--- src/rtl/mcp_pkg.sv ---
// Shared types and encodings for the multicycle MIPS control FSM.
package mcp_pkg;

  typedef enum logic [3:0] {
    ST_FETCH     = 4'd0,
    ST_DECODE    = 4'd1,
    ST_MEM_ADR   = 4'd2,
    ST_MEM_READ  = 4'd3,
    ST_MEM_WB    = 4'd4,
    ST_MEM_WRITE = 4'd5,
    ST_EXECUTE   = 4'd6,
    ST_ALU_WB    = 4'd7,
    ST_BRANCH    = 4'd8,
    ST_IMM_EXEC  = 4'd9,
    ST_IMM_WB    = 4'd10,
    ST_JUMP      = 4'd11,
    ST_JAL       = 4'd12,
    ST_TRAP      = 4'd13
  } state_t;

  // Opcode field values
  localparam logic [5:0] OP_RTYPE = 6'b000000;
  localparam logic [5:0] OP_J     = 6'b000010;
  localparam logic [5:0] OP_JAL   = 6'b000011;
  localparam logic [5:0] OP_BEQ   = 6'b000100;
  localparam logic [5:0] OP_BNE   = 6'b000101;
  localparam logic [5:0] OP_ADDI  = 6'b001000;
  localparam logic [5:0] OP_SLTI  = 6'b001010;
  localparam logic [5:0] OP_ANDI  = 6'b001100;
  localparam logic [5:0] OP_ORI   = 6'b001101;
  localparam logic [5:0] OP_LW    = 6'b100011;
  localparam logic [5:0] OP_SW    = 6'b101011;

  // ALU operation select
  localparam logic [2:0] ALU_ADD   = 3'b000;
  localparam logic [2:0] ALU_SUB   = 3'b001;
  localparam logic [2:0] ALU_FUNCT = 3'b010;
  localparam logic [2:0] ALU_AND   = 3'b011;
  localparam logic [2:0] ALU_OR    = 3'b100;
  localparam logic [2:0] ALU_SLT   = 3'b101;

  // PC source select
  localparam logic [1:0] PC_SRC_ALU    = 2'b00;
  localparam logic [1:0] PC_SRC_ALUOUT = 2'b01;
  localparam logic [1:0] PC_SRC_JUMP   = 2'b10;

  // ALU B operand select
  localparam logic [1:0] SRC_B_REG    = 2'b00;
  localparam logic [1:0] SRC_B_FOUR   = 2'b01;
  localparam logic [1:0] SRC_B_IMM    = 2'b10;
  localparam logic [1:0] SRC_B_BRANCH = 2'b11;

  // Register file destination select
  localparam logic [1:0] REG_DST_RT = 2'b00;
  localparam logic [1:0] REG_DST_RD = 2'b01;
  localparam logic [1:0] REG_DST_RA = 2'b10;

  // Register file write-data select
  localparam logic [1:0] M2R_ALUOUT = 2'b00;
  localparam logic [1:0] M2R_DATA   = 2'b01;
  localparam logic [1:0] M2R_PC     = 2'b10;

endpackage

--- src/rtl/mcp_mem_wait_timer.sv ---
// Memory-ready qualification and wait-cycle timeout for the control FSM.
// The count runs only while a memory state sees rdy low; any other cycle
// clears it, so each memory state starts counting from zero.
module mcp_mem_wait_timer #(
  parameter bit          MEM_HANDSHAKE  = 1'b1,
  parameter int unsigned TIMEOUT_CYCLES = 16
) (
  input  logic clk_i,
  input  logic reset_i,
  input  logic in_mem_i,
  input  logic mem_ready_i,
  output logic rdy_o,
  output logic expired_o
);

  // Counter holds at most TIMEOUT_CYCLES-1 before the FSM leaves for TRAP
  localparam int unsigned CW = (TIMEOUT_CYCLES > 1) ? $clog2(TIMEOUT_CYCLES) : 1;
  localparam logic [CW-1:0] LIMIT = (TIMEOUT_CYCLES > 0) ? CW'(TIMEOUT_CYCLES - 1) : '0;
  localparam bit TIMEOUT_EN = (TIMEOUT_CYCLES != 0);

  logic [CW-1:0] cnt_q, cnt_d;

  assign rdy_o = mem_ready_i | ~MEM_HANDSHAKE;

  // The current cycle is the last allowed wait cycle and memory still stalls
  assign expired_o = TIMEOUT_EN && in_mem_i && !rdy_o && (cnt_q == LIMIT);

  // Next count: clear outside memory states, on ready, or when disabled
  always_comb begin
    cnt_d = cnt_q + 1'b1;
    if (!in_mem_i || rdy_o || !TIMEOUT_EN || expired_o) begin
      cnt_d = '0;
    end
  end

  // Wait-cycle counter register
  always_ff @(posedge clk_i or posedge reset_i) begin
    if (reset_i) begin
      cnt_q <= '0;
    end else begin
      cnt_q <= cnt_d;
    end
  end

endmodule

--- src/rtl/mcp_controller_fsm_v2.sv ---
// Second-generation multicycle MIPS control FSM with memory handshake,
// timeout trap and retired-instruction counter. Outputs are Moore except
// ir_write/pc_write in FETCH, which wait for a qualified memory ready.
module mcp_controller_fsm_v2 #(
  parameter bit          MEM_HANDSHAKE  = 1'b1,
  parameter int unsigned TIMEOUT_CYCLES = 16,
  parameter int unsigned CNT_W          = 32
) (
  input  logic             clk_i,
  input  logic             reset_i,
  input  logic [5:0]       op_i6,
  input  logic             mem_ready_i,
  output logic             mem_req_o,
  output logic             instr_or_data_o,
  output logic             ir_write_o,
  output logic             mem_write_o,
  output logic             pc_write_o,
  output logic             branch_o,
  output logic             branch_ne_o,
  output logic             reg_write_o,
  output logic [1:0]       reg_dst_o2,
  output logic [1:0]       mem_to_reg_o2,
  output logic [1:0]       pc_src_o2,
  output logic             alu_src_a_o,
  output logic [1:0]       alu_src_b_o2,
  output logic [2:0]       alu_op_o3,
  output logic             imm_zext_o,
  output logic             trap_o,
  output logic [3:0]       state_o4,
  output logic [CNT_W-1:0] retired_o
);
  import mcp_pkg::*;

  state_t           state_q, state_d;
  logic [CNT_W-1:0] retired_q;
  logic             in_mem, rdy, expired, retire;

  assign in_mem = (state_q == ST_FETCH) || (state_q == ST_MEM_READ) ||
                  (state_q == ST_MEM_WRITE);

  mcp_mem_wait_timer #(
    .MEM_HANDSHAKE  (MEM_HANDSHAKE),
    .TIMEOUT_CYCLES (TIMEOUT_CYCLES)
  ) u_timer (
    .clk_i       (clk_i),
    .reset_i     (reset_i),
    .in_mem_i    (in_mem),
    .mem_ready_i (mem_ready_i),
    .rdy_o       (rdy),
    .expired_o   (expired)
  );

  // Next-state and control decode; every control defaults to 0
  always_comb begin
    state_d         = state_q;
    retire          = 1'b0;
    mem_req_o       = 1'b0;
    instr_or_data_o = 1'b0;
    ir_write_o      = 1'b0;
    mem_write_o     = 1'b0;
    pc_write_o      = 1'b0;
    branch_o        = 1'b0;
    branch_ne_o     = 1'b0;
    reg_write_o     = 1'b0;
    reg_dst_o2      = REG_DST_RT;
    mem_to_reg_o2   = M2R_ALUOUT;
    pc_src_o2       = PC_SRC_ALU;
    alu_src_a_o     = 1'b0;
    alu_src_b_o2    = SRC_B_REG;
    alu_op_o3       = ALU_ADD;
    imm_zext_o      = 1'b0;
    trap_o          = 1'b0;
    case (state_q)
      ST_FETCH: begin
        mem_req_o    = 1'b1;
        alu_src_b_o2 = SRC_B_FOUR;
        ir_write_o   = rdy;
        pc_write_o   = rdy;
        if (expired)  state_d = ST_TRAP;
        else if (rdy) state_d = ST_DECODE;
      end
      ST_DECODE: begin
        alu_src_b_o2 = SRC_B_BRANCH;
        case (op_i6)
          OP_LW, OP_SW:                      state_d = ST_MEM_ADR;
          OP_RTYPE:                          state_d = ST_EXECUTE;
          OP_BEQ, OP_BNE:                    state_d = ST_BRANCH;
          OP_ADDI, OP_SLTI, OP_ANDI, OP_ORI: state_d = ST_IMM_EXEC;
          OP_J:                              state_d = ST_JUMP;
          OP_JAL:                            state_d = ST_JAL;
          default:                           state_d = ST_TRAP;
        endcase
      end
      ST_MEM_ADR: begin
        alu_src_a_o  = 1'b1;
        alu_src_b_o2 = SRC_B_IMM;
        state_d      = (op_i6 == OP_SW) ? ST_MEM_WRITE : ST_MEM_READ;
      end
      ST_MEM_READ: begin
        mem_req_o       = 1'b1;
        instr_or_data_o = 1'b1;
        if (expired)  state_d = ST_TRAP;
        else if (rdy) state_d = ST_MEM_WB;
      end
      ST_MEM_WB: begin
        reg_write_o   = 1'b1;
        mem_to_reg_o2 = M2R_DATA;
        retire        = 1'b1;
        state_d       = ST_FETCH;
      end
      ST_MEM_WRITE: begin
        mem_req_o       = 1'b1;
        instr_or_data_o = 1'b1;
        mem_write_o     = 1'b1;
        if (expired) begin
          state_d = ST_TRAP;
        end else if (rdy) begin
          retire  = 1'b1;
          state_d = ST_FETCH;
        end
      end
      ST_EXECUTE: begin
        alu_src_a_o = 1'b1;
        alu_op_o3   = ALU_FUNCT;
        state_d     = ST_ALU_WB;
      end
      ST_ALU_WB: begin
        reg_write_o = 1'b1;
        reg_dst_o2  = REG_DST_RD;
        retire      = 1'b1;
        state_d     = ST_FETCH;
      end
      ST_BRANCH: begin
        alu_src_a_o = 1'b1;
        alu_op_o3   = ALU_SUB;
        pc_src_o2   = PC_SRC_ALUOUT;
        branch_o    = (op_i6 == OP_BEQ);
        branch_ne_o = (op_i6 == OP_BNE);
        retire      = 1'b1;
        state_d     = ST_FETCH;
      end
      ST_IMM_EXEC: begin
        alu_src_a_o  = 1'b1;
        alu_src_b_o2 = SRC_B_IMM;
        case (op_i6)
          OP_SLTI: alu_op_o3 = ALU_SLT;
          OP_ANDI: alu_op_o3 = ALU_AND;
          OP_ORI:  alu_op_o3 = ALU_OR;
          default: alu_op_o3 = ALU_ADD;
        endcase
        imm_zext_o = (op_i6 == OP_ANDI) || (op_i6 == OP_ORI);
        state_d    = ST_IMM_WB;
      end
      ST_IMM_WB: begin
        reg_write_o = 1'b1;
        retire      = 1'b1;
        state_d     = ST_FETCH;
      end
      ST_JUMP: begin
        pc_src_o2  = PC_SRC_JUMP;
        pc_write_o = 1'b1;
        retire     = 1'b1;
        state_d    = ST_FETCH;
      end
      ST_JAL: begin
        // PC already advanced in FETCH, so the link value is the current PC
        pc_src_o2     = PC_SRC_JUMP;
        pc_write_o    = 1'b1;
        reg_write_o   = 1'b1;
        reg_dst_o2    = REG_DST_RA;
        mem_to_reg_o2 = M2R_PC;
        retire        = 1'b1;
        state_d       = ST_FETCH;
      end
      ST_TRAP: begin
        trap_o = 1'b1;
      end
      default: begin
        state_d = ST_TRAP;
      end
    endcase
  end

  // State and retired-instruction registers
  always_ff @(posedge clk_i or posedge reset_i) begin
    if (reset_i) begin
      state_q   <= ST_FETCH;
      retired_q <= '0;
    end else begin
      state_q <= state_d;
      if (retire) retired_q <= retired_q + 1'b1;
    end
  end

  assign state_o4  = state_q;
  assign retired_o = retired_q;

endmodule

--- config.mk ---
export PLATFORM = sky130hd
export DESIGN_NAME = mcp_controller_fsm_v2
export DESIGN_NICKNAME = d
export VERILOG_FILES = /design/src/rtl/mcp_pkg.sv /design/src/rtl/mcp_mem_wait_timer.sv /design/src/rtl/mcp_controller_fsm_v2.sv
export SDC_FILE = /design/constraint.sdc
export NUM_CORES = 1
export LEC_CHECK = 0
export ABC_CLOCK_PERIOD_IN_PS = 2400
export CAP_MARGIN = 0
export CELL_PAD_IN_SITES_DETAIL_PLACEMENT = 2
export CELL_PAD_IN_SITES_GLOBAL_PLACEMENT = 2
export CORE_AREA = 2 2 95 97
export DETAILED_ROUTE_END_ITERATION = 12
export DIE_AREA = 0 0 97 99
export PLACE_DENSITY_LB_ADDON = 0.1
export SLEW_MARGIN = 10
export SYNTH_ARGS = -nofsm -noshare
export SYNTH_HDL_FRONTEND = slang
export SYNTH_SLANG_ARGS = --single-unit
--- constraint.sdc ---
create_clock -name clk_i -period 2.4 [get_ports clk_i]
set_clock_uncertainty 0.1 [all_clocks]
set_input_delay 0.72 -clock clk_i [delete_from_list [all_inputs] [get_ports clk_i]]
set_output_delay 0.72 -clock clk_i [all_outputs]
set_load 0.03 [all_outputs]
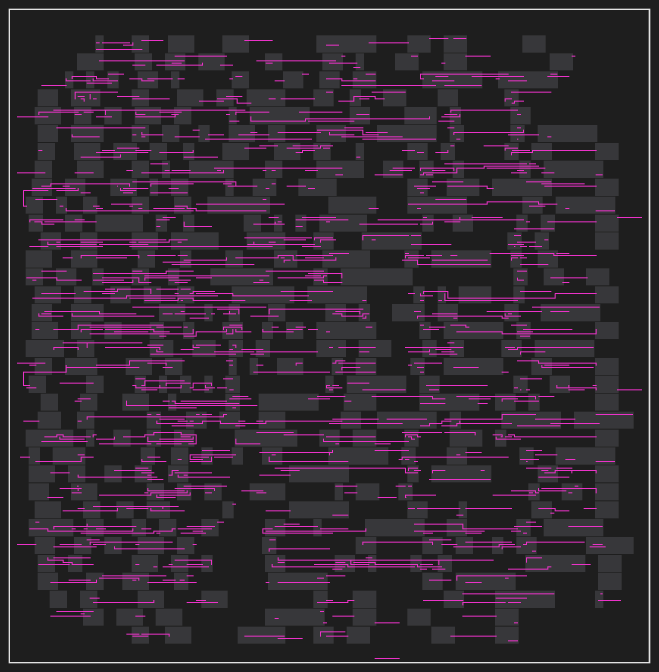
Run 1: met1 routing
Cells faint in the background.
longest straight run: 32.7 microns
wire length on this layer: 3,480 microns
nets with wire on the layer: 328

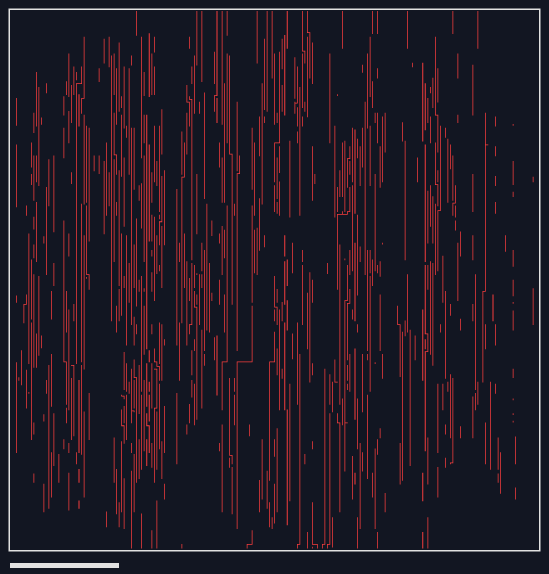
Run 1: metal 2
Bar = 20 microns.
wire length on this layer: 4,720 microns
share of all routed wire: 55%
nets with wire on the layer: 371
longest straight run: 51.3 microns
main direction: vertical

==> impl_metrics.py, run 1 <==
# Physical implementation metrics
metrics = {
    "synthesis": {
        "synthesis.nets": 268,
        "synthesis.yosys.warnings": 0,
        "ys_seq_share_pct": 41.1,
        "ys_chip_area_sq_um": 2440,
        "count_of_library_flops_with_an_enable_pin": 0,
        "postSynthRegisterBits": 40,
        "yosys_instances": 257,
        "async_flop_share_pct": 100,
        "synthTopCellsByCount": "dfrtp_1, xnor2_1, nand3_1",
        "post_synth_main_area_contributors": "dfrtp_1, xnor2_1, nand3_1",
        "post_synthesis_cell_count": 257,
        "yosys.cell_count.top_type": "dfrtp_1",
        "syn_avg_cell_area_sq_um": 9.48,
        "syn_area_sq_um": 2440,
        "netlist-cell-type-count": 49,
        "top_cell_area_share_pct": 41.1,
        "yosys_most_used_dff": "dfrtp_1",
        "yosysTopAreaCell": "dfrtp_1",
    },
    "final_timing": {
        "post_layout_period_usage_of_the_worst_path_pct": 111,
        "post-route-worst-setup-slack_ns": -0.269,
        "worstMarginPinSlew_ns": 0.429,
        "setup_repair_after_global_routing_missed_its_margin": "yes",
        "timing.slew.headroom_pct": 71.0,
        "finalHoldViolations": 0,
        "final_max_slew_viol_count": 0,
        "timing.final.crit_period_ns": 2.67,
        "hold-worst-slack_ns": 0.378,
        "setup_viol_count_final": 14,
        "max_clock_freq_ghz": 0.375,
    },
    "clock_tree": {
        "clock_tree_from_tritoncts": "done",
        "clock_insertion_delay_worst_skew_ns": 0.30,
        "path_clk_slew_ns": 0.08,
        "cts_max_path_buffers": 2,
        "htreeDepth": 2,
        "cts_buffers": 5,
        "numClockSinks": 40,
        "clock_tree.root_cell": "clkbuf_8",
    },
    "pwr": {
        "power-per-cell-area_nw_per_um2": 1050,
        "static-leakage-power_nw": 1.71,
        "netSwitchingFraction_pct": 42.8,
        "power_report.internal_total_mw": 2.40,
        "comb_power_mw": 2.68,
        "largestPowerGroup": "combinational cells",
        "power.share.combinational_pct": 63.8,
        "design_power_total_mw": 4.20,
        "vdd.ir_drop.worst_v": 0.000618,
        "clk-power_mw": 0.619,
        "power_frac_seq_pct": 21.5,
        "clock_power_share_pct": 14.7,
        "total_switching_power_mw": 1.80,
        "power_sequential_mw": 0.902,
    },
    "job": {
        "maxCapViolCount": 0,
        "tool_warnings": 29,
    },
    "drt": {
        "avgViaCountPerCell": 5.04,
        "drt_first_iter_violations": 74,
        "route.vias.total": 2438,
        "ant_nets": 0,
        "final_wl_microns": 8540,
        "avgRoutedWirePerCell_microns": 17.6,
        "drc": 0,
        "first_pass_iters": 4,
    },
    "setup_path": {
        "required_worst_endpoint_ns": 1.58,
        "timing.critical_path.max_delay_family": "simple AND/OR/NAND/NOR gates",
        "crit_path_start_kind": "input port",
        "setup_crit_path_kind": "in2out",
        "timing.critical_path.slowest_cell_delay_ns": 0.61,
        "worst_path_max_delay_cell": "or4_4",
        "most_used_cell_cp": "buf_6",
        "worstPathMaxFanout": 4,
        "worstPathCellList": "buf_6 > nand2b_4 > or4_4 > o22ai_4 > buf_6",
        "timing.critical_path.to_type": "primary output",
        "cp_data_arrival_time_ns": 1.85,
        "critical_path_buf_inv_count": 2,
    },
    "global_routing": {
        "grt_first_pass_wirelength_microns": 14200,
        "first_global_vias": 2701,
        "grt_max_degree": 41,
        "grt-ovfl-total": 0,
        "globalRouteTotalUtil_pct": 18.1,
        "grt_antenna_before_repair": 0,
    },
    "layout": {
        "fin_nets": 386,
        "post_route_cells_drive_above_1_share_pct": 37.2,
        "count_of_inserted_antenna_diode_cells": 0,
        "fill_count": 933,
        "utilization_pct": 46.9,
        "area_growth_pct": 64.6,
    },
    "floorplanning": {
        "std_cell_rows": 34,
        "fp_util_pct": 28.5,
        "die_y_microns": 99,
        "chipWidth_microns": 97,
        "core_area_sq_um": 8550,
        "num_io_pins": 67,
        "design.die.area_sq_um": 9600,
    },
    "run_status": {
        "outcome": "finished, violations left",
        "violations": "negative setup slack",
    },
    "min_path": {
        "path_category_of_the_worst_min_delay_check": "reg2reg",
    },
    "place": {
        "port_buffers": 66,
        "dp_hpwl_microns": 5980,
        "globalplace.congestion": 0.752,
    },
}
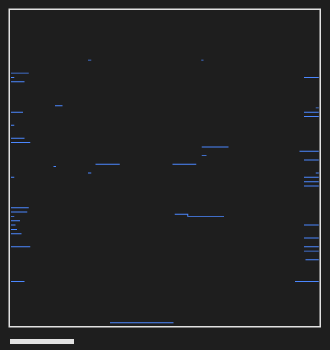
Run 1: M3 wires
Bar = 20 microns.
nets with wire on the layer: 38
wire length on this layer: 182 microns

[run 1: state kept, by name, summed over array words and instances (netlist names)]
name and count:
u_timer.cnt_q 4, retired_o 32, state_o4 4
[run 1: routing by layer]
layer	part of all wire, %	routed length (microns)	track usage [%]	up-vias
met1	41	3480	20.8	1232
met3	2.1	182	2.06	10
met4	1.8	153	5.09	0
met2	55	4720	35.4	46
li1	-	-	-	1150
met5	0	0	0	-
[run 1: path summary, 6_finish.rpt]
path	start	endpoint	slack, ns	depth (start not counted)
worst max-delay path	op_i6[5]	alu_op_o3[1]	-0.27	5
worst min-delay path	u_timer.cnt_q[0]	u_timer.cnt_q[0]	0.38	1
worst max register to register	state_o4[3]	retired_o[5]	0.35	8
worst min register to register	u_timer.cnt_q[0]	u_timer.cnt_q[0]	0.38	1
max in group asynchronous	reset_i	state_o4[1]	1.30	3
min in group asynchronous	reset_i	retired_o[12]	0.69	3
[run 1: cell usage in the layout (no fill, tap or decap), drive strengths merged, types with 2 or more instances in the layout]
cell / instances
nand2: 12
inv: 3
o21bai: 2
dlygate4sd2: 8
o22ai: 3
mux2i: 2
a21oi: 12
and4: 4
dfrtp: 40
nand2b: 8
nor2: 19
o31ai: 2
a211oi: 4
xor2: 5
nor4: 2
and2: 6
nand3: 21
o21ai: 3
clkdlybuf4s50: 33
nor3: 11
ha: 2
buf: 85
or2: 4
a21o: 2
nor2b: 2
xnor2: 30
nand4: 14
clkbuf: 7
and3: 11
[run 1: kinds of logic (layout without fill, tap and decap cells)]
| logic type | count (synthesis) | count (layout) | synth area share (%) |
|---|---|---|---|
| AND/OR/NAND/NOR | 120 | 120 | 27.0 |
| flip-flops | 40 | 40 | 41.1 |
| AND-OR/OR-AND | 37 | 37 | 12.1 |
| XOR/XNOR | 35 | 35 | 12.6 |
| buffers and inverters | 20 | 139 | 4.98 |
| multiplexers | 3 | 3 | 1.28 |
| adder cells (fa/ha/maj) | 2 | 2 | 1.03 |
[run 1: what timing repair did]
action / 4_1_cts / 5_1_grt
gates resized: 70 / 13
pin swaps: 16 / 10
hold endpoints to repair: 0 / 0
setup buffers: 15 / 3
endpoints found under the setup margin: 23 / 22
hold buffers: 0 / 0
[run 1: stage by stage]
step / area [sq um] / TNS, ns / cells / setup WS (ns)
after detailed placement: 3600 / -10.04 / 460 / -0.635
final: 4010 / -1.53 / 484 / -0.269
after global placement: 3600 / -8.34 / 460 / -0.621
after global routing: 4010 / -2.55 / 484 / -0.300
after CTS: 3980 / -1.74 / 483 / -0.300
after floorplan: 2550 / -0.252 / 257 / -0.0584
[run 1: area by class of cell]
cell class              instances  area (sq um)  share of cell area (%)
multi-input cells             197          1510                    37.7
repair buffers                127          1210                    30.2
flip-flops and latches         40          1010                    25.1
well taps                     108           135                    3.37
clock buffers                   7          96.3                    2.40
clock inverters                 1          30.0                   0.749
inverters                       4          20.0                   0.499
[run 1: worst register-to-register path, stage by stage, from the launching register on]
cell and delay [ns]:
dfrtp_2 0.44, buf_4 0.14, buf_4 0.15, and2b_4 0.26, o21ai_4 0.08, a211oi_4 0.29, buf_12 0.18, and3_1 0.18
xor2_1 0.15
==> inputs of run 2 (changes only) <==
SKIP_LAST_GASP = 1   (was not set)
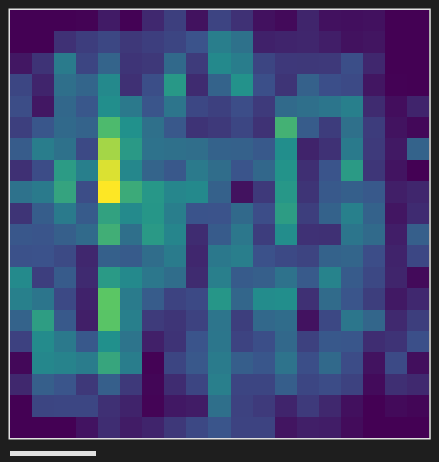
Run 2: signal metal coverage by tile
Bar = 20 microns. The die is cut into 19 by 20 equal tiles; dark purple is low, yellow is high, scaled to the fullest tile. Values are wire area over tile area, all layers added.
fullest tile: 0.53
tiles over half the peak: 6.8%
densest ninth of the die: middle left
mean over tiles: 0.13

==> run 2 against run 1 <==
  * The run still ends with negative setup slack left
  * Global-route usage is 0.26 points lower
  * Hold slack hardly changed
  * Die size stayed put
  * Cell count stayed put
  * Synthesized cell count stayed put
  * Sequential share of layout area hardly changed
  * Core utilization is 0.073 points lower
  * Wire length is 0.87% lower
  * Largest power group unchanged
==> impl_metrics.py, run 2 <==
# Physical implementation metrics
metrics = {
    "run_status": {
        "outcome": "finished, violations left",
        "violations": "negative setup slack",
    },
    "layout": {
        "layout_top_cells": "buf_4, dfrtp_1, clkdlybuf4s50_1",
        "postLayoutCellArea_sq_um": 4010,
        "area_growth_pct": 64.3,
        "largest_register_ff_count": 32,
        "most_common_cell_after_layout_fill_and_taps_aside": "buf_4",
        "post_route_cells_drive_above_1_share_pct": 37.0,
        "fin_nets": 386,
        "fill_count": 937,
        "count_of_inserted_antenna_diode_cells": 0,
        "utilization_pct": 46.8,
        "stdcell_count": 484,
    },
    "setup_path": {
        "crit_path_start_kind": "input port",
        "setup_crit_path_kind": "in2out",
        "required_worst_endpoint_ns": 1.58,
        "cp_data_arrival_time_ns": 1.85,
        "timing.rr.start": "state_o4[3]",
        "crit_path_start": "op_i6[5]",
        "timing.reg2reg.worst_path_depth": 8,
        "timing.critical_path.to_type": "primary output",
        "rrSetupSlack_ns": 0.35,
        "critPathCapture": "alu_op_o3[1]",
        "worstPathMaxFanout": 4,
        "crit-reg2reg-capture": "retired_o[5]",
    },
    "clock_tree": {
        "cts_buffers": 5,
        "clock_insertion_delay_worst_skew_ns": 0.29,
        "numClockSinks": 40,
        "htreeDepth": 2,
        "path_clk_slew_ns": 0.08,
        "clock_tree.root_cell": "clkbuf_8",
        "cts_max_path_buffers": 2,
        "clock_tree_from_tritoncts": "done",
    },
    "drt": {
        "first_pass_iters": 4,
        "ant_nets": 0,
        "route.vias.total": 2442,
        "avgRoutedWirePerCell_microns": 17.5,
        "drt_first_iter_violations": 74,
        "avgViaCountPerCell": 5.05,
        "drc": 0,
        "final_wl_microns": 8460,
    },
    "global_routing": {
        "grt_first_pass_wirelength_microns": 14100,
        "grt_max_degree": 41,
        "grt_antenna_before_repair": 0,
        "globalRouteTotalUtil_pct": 17.9,
        "first_global_vias": 2736,
        "grt-ovfl-total": 0,
    },
    "synthesis": {
        "ys_chip_area_sq_um": 2440,
        "count_of_library_flops_with_an_enable_pin": 0,
        "ys_seq_share_pct": 41.1,
        "async_flop_share_pct": 100,
        "yosysTopAreaCell": "dfrtp_1",
        "yosys.cell_count.top_type": "dfrtp_1",
        "synthesis.yosys.warnings": 0,
        "synthesis.nets": 268,
        "top_cell_area_share_pct": 41.1,
        "post_synthesis_cell_count": 257,
        "netlist-cell-type-count": 49,
        "post_synth_main_area_contributors": "dfrtp_1, xnor2_1, nand3_1",
        "postSynthRegisterBits": 40,
        "synthTopCellsByCount": "dfrtp_1, xnor2_1, nand3_1",
        "syn_area_sq_um": 2440,
        "yosys_most_used_dff": "dfrtp_1",
        "yosys_instances": 257,
        "syn_avg_cell_area_sq_um": 9.48,
    },
    "pwr": {
        "netSwitchingFraction_pct": 42.7,
        "design_power_total_mw": 4.16,
        "static-leakage-power_nw": 1.71,
        "power_frac_seq_pct": 21.7,
        "power-per-cell-area_nw_per_um2": 1040,
        "power.share.combinational_pct": 63.5,
        "power_report.internal_total_mw": 2.38,
        "total_switching_power_mw": 1.78,
        "vdd.ir_drop.worst_v": 0.000643,
        "clock_power_share_pct": 14.8,
    },
    "final_timing": {
        "timing.slew.headroom_pct": 72.7,
        "timing.final.crit_period_ns": 2.67,
        "post-route-worst-setup-slack_ns": -0.268,
        "hold-worst-slack_ns": 0.379,
        "finalHoldViolations": 0,
        "final_max_slew_viol_count": 0,
        "worstMarginPinSlew_ns": 0.404,
        "setup_repair_after_global_routing_missed_its_margin": "yes",
        "setup_viol_count_final": 11,
        "max_clock_freq_ghz": 0.375,
        "post_layout_period_usage_of_the_worst_path_pct": 111,
        "tns_ns": -1.59,
    },
    "min_path": {
        "timing.hold.worst.start": "u_timer.cnt_q[0]",
        "path_category_of_the_worst_min_delay_check": "reg2reg",
    },
    "floorplanning": {
        "fp_util_pct": 28.5,
        "core_area_sq_um": 8550,
        "std_cell_rows": 34,
        "design.die.area_sq_um": 9600,
        "die_y_microns": 99,
        "num_io_pins": 67,
        "chipWidth_microns": 97,
    },
    "place": {
        "dp_hpwl_microns": 5980,
        "port_buffers": 66,
        "dp.cells": 460,
        "dpl_cell_area_sq_um": 3600,
        "globalplace.congestion": 0.752,
        "preCtsSetupSlack_ns": -0.635,
    },
    "job": {
        "maxCapViolCount": 0,
        "tool_warnings": 29,
    },
}
==> run 2: cell counts after synthesis <==
Identical to the previous run, type by type.
==> run 2: worst min path at each step <==
stage                                  end  cells after the start
after floorplan           u_timer.cnt_q[0]                      1
after global placement    u_timer.cnt_q[0]                      1
after detailed placement  u_timer.cnt_q[0]                      1
after CTS                 u_timer.cnt_q[0]                      1
after global routing         retired_o[24]                      1
final                     u_timer.cnt_q[0]                      1
==> run 2: repair_timing <==
action	in CTS	in global routing
hold buffers	0	0
resized	65	15
setup buffers	15	3
pin swaps	15	9
setup endpoints to repair	23	22
hold endpoints to repair	0	0
==> run 2: final cells by class <==
cell class | instances | area [sq um] | area share, %
well taps | 108 | 135 | 3.37
flip-flops and latches | 40 | 1010 | 25.1
clock buffers | 7 | 96.3 | 2.41
repair buffers | 127 | 1200 | 30.1
multi-input cells | 197 | 1510 | 37.8
inverters | 4 | 20.0 | 0.500
clock inverters | 1 | 30.0 | 0.750
==> run 2: per-layer routing <==
layer	global-route usage [%]	vias up	part of all wire, %
li1	-	1152	-
met1	20.7	1234	41
met2	34.6	47	55
met3	2.27	9	2.4
met4	4.88	0	1.3
met5	0	-	0
==> run 2: power by group through the flow <==
stage	combinational (mW)	clock [mW]	sequential [mW]
6_report	2.64	0.616	0.901
5_1_grt	2.83	0.658	0.922
4_1_cts	2.61	0.635	0.899
3_5_place_dp	2.28	0	0.932
3_3_place_gp	2.24	0	0.921
2_1_floorplan	1.17	0	1.05
==> run 2: logic make-up after synthesis <==
kind of cell             synth area share (%)
multiplexers                             1.28
AND-OR/OR-AND                            12.1
flip-flops                               41.1
buffers and inverters                    4.98
XOR/XNOR                                 12.6
adder cells (fa/ha/maj)                  1.03
AND/OR/NAND/NOR                          27.0
==> run 2: worst max-delay path: stages <==
cell,delay [ns]
buf_6,0.09
nand2b_4,0.13
or4_4,0.61
o22ai_4,0.14
buf_6,0.15
Power and IR drop assume default switching activity.
